==> config.mk <==
export PLATFORM = sky130hd
export DESIGN_NAME = regfile_wr_ctrl
export DESIGN_NICKNAME = d
export VERILOG_FILES = /design/src/rtl/regfile_pkg.sv /design/src/rtl/regfile_init_seq.sv /design/src/rtl/regfile_wr_ctrl.sv
export SDC_FILE = /design/constraint.sdc
export NUM_CORES = 1
export LEC_CHECK = 0
export ABC_AREA = 1
export CORE_ASPECT_RATIO = 1.5
export CORE_MARGIN = 1.5
export CORE_UTILIZATION = 41
export CTS_CLUSTER_SIZE = 20
export DETAILED_ROUTE_END_ITERATION = 10
export HOLD_SLACK_MARGIN = 0.02
export PLACE_DENSITY_LB_ADDON = 0.12
export SYNTH_ARGS = -nofsm -noshare
export SYNTH_HDL_FRONTEND = slang
export SYNTH_HIERARCHICAL = 1
export SYNTH_SLANG_ARGS = --single-unit
export TNS_END_PERCENT = 30
==> constraint.sdc <==
create_clock -name clk -period 1.9 [get_ports clk]
set_input_delay 0.38 -clock clk [delete_from_list [all_inputs] [get_ports clk]]
set_output_delay 0.38 -clock clk [all_outputs]
set_load 0.03 [all_outputs]
### Clock wiring as the flow saved it

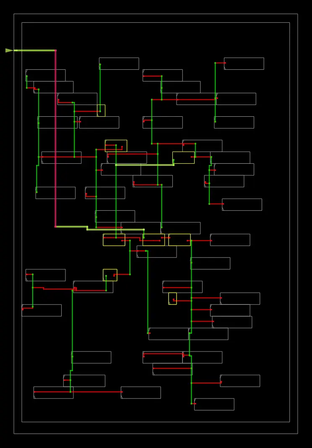
Sink Count: 48
clock buf count: 5
Post-Route Skew: 0.005165 ns
CTS buffer count: 5
Clk power: 0.598 mW

### Register map, names as in the netlist

Other sequential cells in the stronger gray, the rest of the logic in the fainter gray.
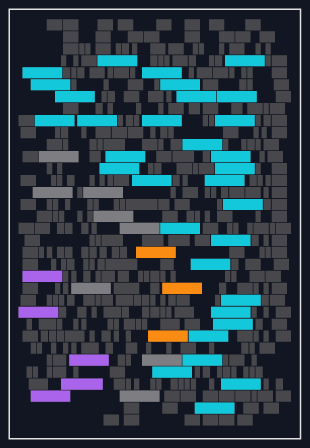
Cyan shows `rf_wrData`, flops 32. Purple shows `u_init_seq/addr_o`, flops 5, where bottom left. Orange shows `starve_q`, flops 3.
Another 8 sequential cells are not colored.
P_seq: 1.19 mW
FF/Latch Area: 1202 um^2
sequential cell area share: 31.72%
final core utilization: 66.01%

### Clock wires, drivers and flops

The bar under the picture is 20 um long.
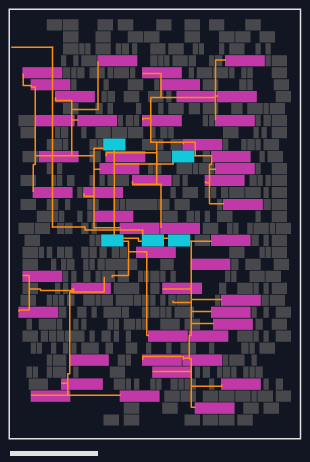
Magenta shows flip-flops, count 48. Orange shows clock wires, length 586 um. Cyan shows cells driving clock nets, count 5.
Position of the flops: spread over the die.
clk_lat worst skew: 0.29 ns
power share of the clock group: 23.3%

### Wire density map

The die is cut into 13 by 19 equal tiles; dark blue is low, red is high, scaled to the fullest tile. Values are wire area over tile area, all layers added.
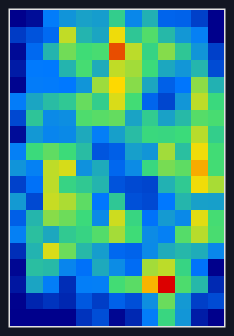
The emptiest ninth of the die: bottom left. 5.3% of the tiles are nearly empty. The mean over all tiles is 0.16. The fullest tile reaches 0.45. 26% of the tiles are over half the peak.
GRT Total Usage: 21.44%
Vias: 2404
wire per inst: 12.98 um
final wirelength: 6542 um

### Placement by cell class

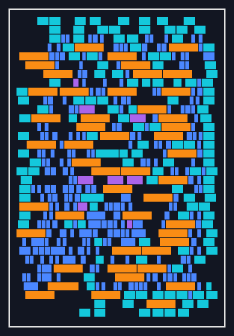
Orange shows flip-flops, cells 48, share of their area 32%. Cyan shows other buffers and delay cells, cells 131, share of their area 35%. Blue shows all other logic, cells 245, share of their area 30%. Purple shows clock drivers and dummy loads, cells 8, share of their area 2.4%.
Finished Cell Area: 3791 um^2
num rows: 34
Core ar.: 5743 um^2

==> flow_metrics.py <==
# Generated from Yosys and OpenROAD reports
metrics = {
    "power_and_ir_drop": {
        "power_density_nw_per_um2": 677.2,
        "leakagePower_nw": 1.874,
    },
    "route": {
        "first_pass_iters": 4,
        "drc": 0,
        "via_per_inst": 4.770,
        "final_antenna_net_count": 0,
    },
    "final_timing": {
        "finalSetupViolCount": 0,
        "slew_headroom_pct": 76.59,
        "worstMarginPinSlew_ns": 0.3475,
        "fmax_mhz": 555.0,
        "final-max-slew-violation-count": 0,
    },
    "cts": {
        "clkTransAtPathRegs_ns": 0.09,
        "h-tree-depth": 2,
        "clock_path_buffers": 2,
    },
    "run_status": {
        "outcome": "finished clean",
    },
    "yosys": {
        "synth_area_um2": 2426,
        "yosysTopAreaCell": "dfrtp_1",
        "area_leaders": "dfrtp_1 (48%), nand2_1 (20%), nand3_1 (9.3%), inv_1 (3.9%), buf_6 (3.2%)",
        "ys_cells": 305,
    },
    "grt": {
        "grt_pass1_vias": 2388,
        "grt_pass1_wl_um": 10850,
    },
    "cells_and_area": {
        "fin_cells": 504,
        "fin_nets": 513,
    },
    "placement": {
        "dp_hpwl_um": 5035,
        "dpl_cell_area_um2": 3694,
    },
    "flow_run": {
        "maxCapViolations": 0,
    },
    "floorplanning": {
        "io_pins": 119,
        "fp_util_pct": 42.24,
    },
    "worst_setup_path": {
        "cp_max_fo": 5,
    },
}
[per-layer routing]
metal | up-vias | part of all wire [%]
met5 | - | 0
met4 | 0 | 1.6
met3 | 8 | 5.7
met1 | 1114 | 41
li1 | 1205 | -
met2 | 77 | 51
[critical path, cell delays in order]
cell             delay [ns]
clkdlybuf4s50_1        0.54
nor2_4                 0.19
nand2_4                0.09
inv_6                  0.07
buf_4                  0.15
[power by group]
part	switching [mW]	total [mW]	leakage, nW	internal [mW]
logic	0.403	0.784	1.26	0.381
registers	0.0626	1.19	0.566	1.12
clock network	0.341	0.598	0.0479	0.257
total	0.807	2.57	1.87	1.76
[metrics by stage]
stage	hold WS [ns]	setup slack (ns)	util, %
after floorplan	0.08441	0.3800	-
final	0.5011	0.09829	66.01
after detailed placement	0.2898	0.08605	64.31
after CTS	0.4968	0.08168	66.01
after global routing	0.5171	0.05936	66.01
after global placement	0.2863	0.1045	64.31
[final cells by class]
class	count	share of cell area, %
repair buffers	131	34.26
flip-flops and latches	48	31.72
multi-input cells	216	26.20
inverters	29	3.135
well taps	72	2.376
clock buffers	5	1.815
clock inverters	3	0.4950
[logic make-up after synthesis]
kind of cell	Yosys count	share of synthesized area (%)
xor+xnor	2	0.7222
simple gates	199	35.64
flops	48	49.56
fa+ha+maj	4	2.063
compound gates	11	2.527
buf+inv	41	9.489
[cells in the mapped netlist]
cell / count
nand2_1: 132
or2_2: 2
nor3_1: 1
o21ai_0: 4
clkbuf_8: 1
clkbuf_1: 1
o21ai_1: 1
inv_2: 2
nand3_1: 45
nand2_4: 2
dfstp_2: 1
inv_1: 25
ha_1: 4
buf_6: 7
nand4_1: 3
a21oi_1: 5
clkinv_4: 1
xor2_1: 2
nor3_4: 1
nor2_4: 1
nand3_2: 2
o21bai_2: 1
inv_6: 1
buf_2: 3
nor2_1: 10
dfrtp_1: 47
[what timing repair did]
action / CTS / global route
buffers inserted: 0 / 0
hold endpoints to repair: 10 / 0
hold buffers: 1 / 0
Power is estimated from default activity; no workload was simulated.
